**M1 wires**

Scale: 3 px per um.
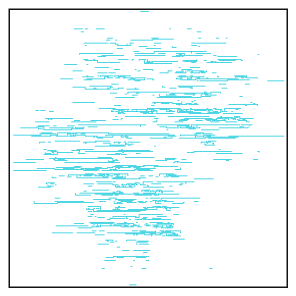
**Gate-type map**

Scale: 3 px per um.
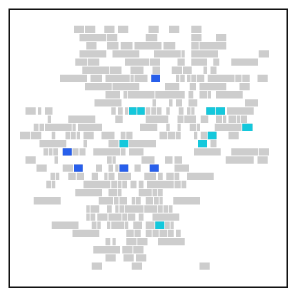
**Track usage over the die**

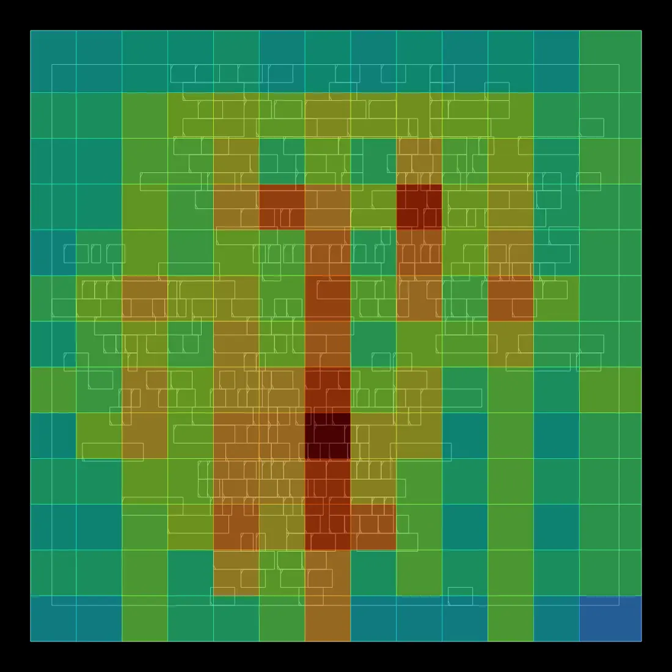
**Where the registers sit**

Scale: 4 px per um. Other sequential cells in the stronger gray, the rest of the logic in the fainter gray.
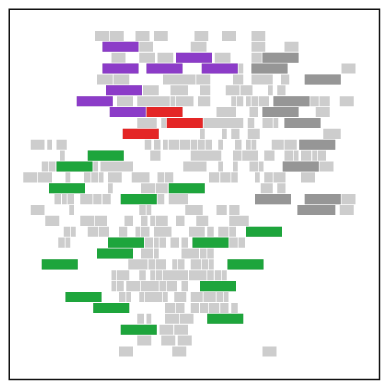
--- src/rtl/ccff_loader.sv ---
// Configuration-chain loader: accepts bitstream bytes over valid/ready and shifts
// them MSB-first onto ccff_head with a generated prog_clk, holding the fabric in reset.
module ccff_loader #(
  parameter int CHAIN_LEN = 256,
  parameter int DIV       = 4,
  parameter int CNT_W     = 16
) (
  input  logic             clk,
  input  logic             reset,
  input  logic             start,
  input  logic             abort,
  input  logic [7:0]       byte_data,
  input  logic             byte_valid,
  output logic             byte_ready,
  output logic             prog_clk,
  output logic             ccff_head,
  output logic             fpga_reset,
  output logic             busy,
  output logic             done,
  output logic [CNT_W-1:0] bit_count
);

  localparam int PH_W = (DIV > 1) ? $clog2(DIV) : 1;
  localparam logic [PH_W-1:0]  PH_LAST = PH_W'(DIV - 1);
  localparam logic [CNT_W-1:0] LEN     = CNT_W'(CHAIN_LEN);

  typedef enum logic [2:0] {
    IDLE,
    LOAD,
    LOW,
    HIGH,
    DONE
  } state_t;

  state_t           state;
  state_t           state_n;
  logic [7:0]       shift_q;
  logic [7:0]       shift_n;
  logic [2:0]       idx_q;
  logic [2:0]       idx_n;
  logic [PH_W-1:0]  ph_q;
  logic [PH_W-1:0]  ph_n;
  logic [CNT_W-1:0] cnt_n;
  logic [CNT_W-1:0] cnt_inc;
  logic             head_n;
  logic             active;

  assign active  = (state == LOAD) || (state == LOW) || (state == HIGH);
  assign cnt_inc = bit_count + 1'b1;

  // Abort outranks everything while busy; start is only honoured from IDLE/DONE.
  always_comb begin
    state_n = state;
    shift_n = shift_q;
    idx_n   = idx_q;
    ph_n    = ph_q;
    cnt_n   = bit_count;
    head_n  = ccff_head;
    if (active && abort) begin
      state_n = IDLE;
      head_n  = 1'b0;
    end else begin
      case (state)
        IDLE, DONE: begin
          if (start) begin
            state_n = LOAD;
            cnt_n   = '0;
          end
        end
        LOAD: begin
          if (byte_valid && byte_ready) begin
            shift_n = byte_data;
            idx_n   = 3'd7;
            head_n  = byte_data[7];
            ph_n    = '0;
            state_n = LOW;
          end
        end
        LOW: begin
          if (ph_q == PH_LAST) begin
            ph_n    = '0;
            state_n = HIGH;
          end else begin
            ph_n = ph_q + 1'b1;
          end
        end
        HIGH: begin
          if (ph_q == PH_LAST) begin
            ph_n  = '0;
            cnt_n = cnt_inc;
            if (cnt_inc == LEN) begin
              state_n = DONE;
            end else if (idx_q == 3'd0) begin
              state_n = LOAD;
            end else begin
              idx_n   = idx_q - 3'd1;
              head_n  = shift_q[idx_n];
              state_n = LOW;
            end
          end else begin
            ph_n = ph_q + 1'b1;
          end
        end
        default: state_n = IDLE;
      endcase
    end
  end

  // Outputs are registered from the next state so each one tracks its state exactly.
  always_ff @(posedge clk or posedge reset) begin
    if (reset) begin
      state      <= IDLE;
      shift_q    <= '0;
      idx_q      <= '0;
      ph_q       <= '0;
      bit_count  <= '0;
      ccff_head  <= 1'b0;
      byte_ready <= 1'b0;
      prog_clk   <= 1'b0;
      busy       <= 1'b0;
      done       <= 1'b0;
      fpga_reset <= 1'b1;
    end else begin
      state      <= state_n;
      shift_q    <= shift_n;
      idx_q      <= idx_n;
      ph_q       <= ph_n;
      bit_count  <= cnt_n;
      ccff_head  <= head_n;
      byte_ready <= (state_n == LOAD);
      prog_clk   <= (state_n == HIGH);
      busy       <= (state_n == LOAD) || (state_n == LOW) || (state_n == HIGH);
      done       <= (state_n == DONE);
      fpga_reset <= (state_n != DONE);
    end
  end

endmodule
--- config.mk ---
export PLATFORM = sky130hd
export DESIGN_NAME = ccff_loader
export DESIGN_NICKNAME = d
export VERILOG_FILES = /design/src/rtl/ccff_loader.sv
export SDC_FILE = /design/constraint.sdc
export NUM_CORES = 1
export LEC_CHECK = 0
export CORE_MARGIN = 3
export CORE_UTILIZATION = 30
export CTS_CLUSTER_SIZE = 30
export DETAILED_ROUTE_END_ITERATION = 10
export PLACE_DENSITY = 0.59
export SKIP_LAST_GASP = 1
export SLEW_MARGIN = 0
export SYNTH_ARGS = -nofsm -noshare
export SYNTH_HDL_FRONTEND = slang
export SYNTH_SLANG_ARGS = --single-unit
--- constraint.sdc ---
create_clock -name clk -period 2.9 [get_ports clk]
set_clock_uncertainty 0.2 [all_clocks]
set_input_delay 0.58 -clock clk [delete_from_list [all_inputs] [get_ports clk]]
set_output_delay 0.58 -clock clk [all_outputs]
set_load 0.005 [all_outputs]
==> results.txt <==
Implementation progress

After routing the design area is 0.00280 mm2. The fraction of registers with async set or reset after synthesis stands at 100%. Before any placement, the netlist area is recorded as 0.00223 mm2. Per the final timing report, the hold violations number 0.

The height of the chip stands at 92.2 um. Sorting the synthesized cells by how often they occur yields sky130_fd_sc_hd__dfrtp_1, sky130_fd_sc_hd__o21ai_0, sky130_fd_sc_hd__nand2_1. The H-tree depth stands at 2. Per the STA report, the cell with the highest stage delay on the worst path is sky130_fd_sc_hd__dfrtp_1. The number of gates resized after cts stands at 0. The biggest cell delay along the critical path stands at 440 ps. The remaining number of nets flagged by the antenna check after routing stands at 0. The share of Yosys cell area claimed by the top area cell type stands at 41.6%. The final layout contains routed wiring with a total length of 5.11 mm.

OpenSTA lists the critical path startpoint as bit_count[0]$_DFFE_PP0P_. The transition time at the pin with the least slew margin stands at 480 ps. The worst setup path is captured at a flop.

The distinct cell type count of the synthesized netlist stands at 61. Summing all multi-input logic gate instances after layout gives 0.00121 mm2. Per the final layout report, the fraction of cells sized above drive strength 1 comes to 17.8%.

The number of diodes stands at 0. The cell area reported after detailed placement stands at 0.00273 mm2. The initial antenna violation count was 0.

Yosys instantiated no cell more often than sky130_fd_sc_hd__dfrtp_1. The routed via count stands at 1839. The via count of the first global-routing pass stands at 1854. The report shows a maximum critical-path fanout of 7. The run finished with clean final reports. The met1 usage in global routing stands at 17.5%. Warnings raised by the tools during the run amount to 27. The largest vdd supply drop stands at 0.178 mV. In the synthesized netlist the dominant register cell turns out to be sky130_fd_sc_hd__dfrtp_1. The yosys stat chip area stands at 0.00223 mm2. The width of the chip stands at 92.2 um. The TritonCTS buffer count stands at 5.

The signal on the critical path passes through ha_1 > nand3_4 > or3_4 > a211oi_2 > nand4_2 > nor3_4 > o21ai_2 > mux2_4. The clock period minus final worst setup slack stands at 2710 ps. For this run, the post-layout net count is 281. For this run the detailed placement stage logged an HPWL of 3.73 mm.

TritonCTS built the clock tree. The worst endpoint required time stands at 2880 ps. The warning tally printed by Yosys for this design is 0. The number of standard-cell rows in the floorplan stands at 30. For the final routed database, the setup TNS stands at 0 ps. The finished layout holds 360 standard cells, fillers aside.

The highest clock rate stands at 0.369 GHz. Post-CTS timing repair inserted 0 buffers for setup. Buffers placed on the I/O ports in this run total 34. Between the synthesized netlist and the finished layout, the area growth was recorded as 25.9%. The type recorded for the worst min-delay path is flop to flop.

Of the synthesized area, sequential elements account for 42.8%. The I/O pin total stands at 35. Data arrives at the worst endpoint at 2690 ps. The buffers plus inverters on the worst setup path stands at 0. When the netlist entered floorplanning its net count stood at 237.

The core region is 0.00698 mm2. The clock insertion delay at the later pin of the skew report stands at 290 ps. The register area stands at 952 um2.

The static leakage power stands at 1.15 nW. For reference, the most critical setup path is categorized as flop to flop. RePlAce ended its routability-driven mode at a weighted congestion of 0.856. The final timing summary puts the cycle share of the worst path at 93.4%. The worst-case clock buffer depth stands at 2.

Dividing total power by cell area gives a power density of 575 mW/mm2. The first global-routing pass estimated 8.95 mm of wire. By area the synthesized netlist is led by sky130_fd_sc_hd__dfrtp_1, sky130_fd_sc_hd__o21ai_0, sky130_fd_sc_hd__nand2_1. The post-cts hold buffer count stands at 0.

The full die area stands at 0.00849 mm2. Setup repair after global routing left no endpoint under its margin. The average instance in the mapped netlist occupies 10.1 um2.

Before placement the cells fill 31.9% of the core. The DRC violations left stands at 0. The post-synth count of flops with an enable pin is 0.

sky130_fd_sc_hd__dfrtp_1 takes more of the synthesized area than any other cell. The global routing report lists met3 layer usage as 2.63%. Detailed-route iteration 0 reported a violation count of 147. Including well taps, the total number of placed cells is 353. The cell family contributing the most delay on the critical path is simple AND/OR/NAND/NOR gates. Across the run, the number of max-cap violations was 0.

The clock sink count stands at 38. The worst pin sits at a relative slew slack of 68.0%. The post-detailed-route via-to-cell ratio stands at 5.11. For this design, Yosys synthesis ends with a cell count of 220. The post-synthesis register bit count stands at 38. In this run the clock root is driven by a sky130_fd_sc_hd__clkbuf_8.

The number of iterations in the first detailed-routing pass stands at 4. Per the hold report, the tightest min-delay path originates at ph_q[0]$_DFFE_PP0P_. The number of pins with negative max-slew slack in the final report stands at 0. The total global routing overflow stands at 0. Entering global routing, the biggest net connects 39 pins. The clock-pin slew on the worst setup and hold paths stands at 80 ps. The worst setup path is launched from a flop.

Synthesis produced 220 cells. The layout has 699 filler cells. Per the timing report, the most critical flop-to-flop path originates at bit_count[0]$_DFFE_PP0P_.

The count of endpoints failing setup in the final report stands at 0.
## Picture notes: 'M1 wires'
longest straight run = 22.5 um
main direction = horizontal
wire length on this layer = 2440 um

## Picture notes: 'gate-type map'
xor and xnor cells -> blue  # cells 5, most used xnor2_1
non-inverting ao/oa cells -> cyan  # cells 9

## Picture notes: 'track usage over the die'
most heavily used metal layer in global routing: met2
GRT Total Usage: 12.9%
Wirelength per Cell: 14.2 um
core occupancy in the finished layout: 40.2%
fraction of met2 tracks used by global routing: 20.4%

## Picture notes: 'where the registers sit'
`idx_q` -> red  # flops 3
`shift_q` -> purple  # flops 8
`bit_count` -> green  # flops 16
not colored = 11

-- worst paths after layout --
check | end | slack [ps] | cells after the start
min in group asynchronous | bit_count[12]$_DFFE_PP0P_ | 490 | 3
max reg2reg | ccff_head$_DFFE_PP0P_ | 190 | 8
max | ccff_head$_DFFE_PP0P_ | 190 | 8
min reg2reg | ph_q[0]$_DFFE_PP0P_ | 290 | 1
min | ph_q[0]$_DFFE_PP0P_ | 290 | 1
max in group asynchronous | fpga_reset$_DFF_PP1_ | 1640 | 3
-- sequential cells by signal (all words and copies together) (netlist names) --
| signal | flops |
|---|---|
| idx_q | 3 |
| byte_ready | 1 |
| ccff_head | 1 |
| done | 1 |
| shift_q | 8 |
| bit_count | 16 |
| busy | 1 |
| state | 3 |
| fpga_reset | 1 |
| ph_q | 2 |
| prog_clk | 1 |
-- stage by stage --
stage / utilization (%) / setup slack, ps / hold WS, ps / total power [mW]
after floorplan: - / 372 / 258 / 1.11
after global placement: 39.0 / 262 / 279 / 1.27
after detailed placement: 39.0 / 196 / 283 / 1.28
after CTS: 40.2 / 184 / 294 / 1.63
after global routing: 40.2 / 21.1 / 317 / 1.73
final: 40.2 / 191 / 293 / 1.61
-- where the power goes --
part	total (mW)	switching (mW)	internal, mW
clock	0.347	0.186	0.161
combinational	0.518	0.224	0.294
sequential	0.747	0.0974	0.650
-- per-layer routing --
metal / up-vias / share of wire (%)
met2: 35 / 46
met5: - / 0
met3: 6 / 4.0
li1: 906 / -
met1: 892 / 48
met4: 0 / 1.7
-- final cells by class --
class                      count  share of cell area, %
timing repair buffer          45                   15.1
multi-input combinational    169                   43.2
tap                           96                   4.28
sequential                    38                   34.0
inverter                       5                  0.669
clock buffer                   5                   2.45
clock inverter                 2                  0.357
-- cell families (layout without fill, tap and decap cells) --
kind of cell,after synthesis,in the layout,share of synthesized area [%]
AND/OR/NAND/NOR,87,87,23.3
AND-OR/OR-AND,59,59,18.3
flip-flops,38,38,42.8
multiplexers,14,14,8.65
buffers and inverters,13,57,2.86
XOR/XNOR,5,5,1.97
adder cells (fa/ha/maj),4,4,2.25
-- placed cells by master, fill, tap and decap left out, types with 5 or more instances in the layout --
cell type                         netlist  routed
sky130_fd_sc_hd__dfrtp_1               37      37
sky130_fd_sc_hd__clkdlybuf4s50_1        0      34
sky130_fd_sc_hd__o21ai_0               28      28
sky130_fd_sc_hd__nand2_1               24      24
sky130_fd_sc_hd__nor2_1                16      16
sky130_fd_sc_hd__buf_4                  2      11
sky130_fd_sc_hd__mux2_2                 7       7
sky130_fd_sc_hd__nand4_1                5       5
sky130_fd_sc_hd__nand3_1                5       5
sky130_fd_sc_hd__inv_1                  5       5
sky130_fd_sc_hd__a21oi_1                5       5
sky130_fd_sc_hd__clkbuf_8               0       5
Power is estimated from default activity; no workload was simulated.
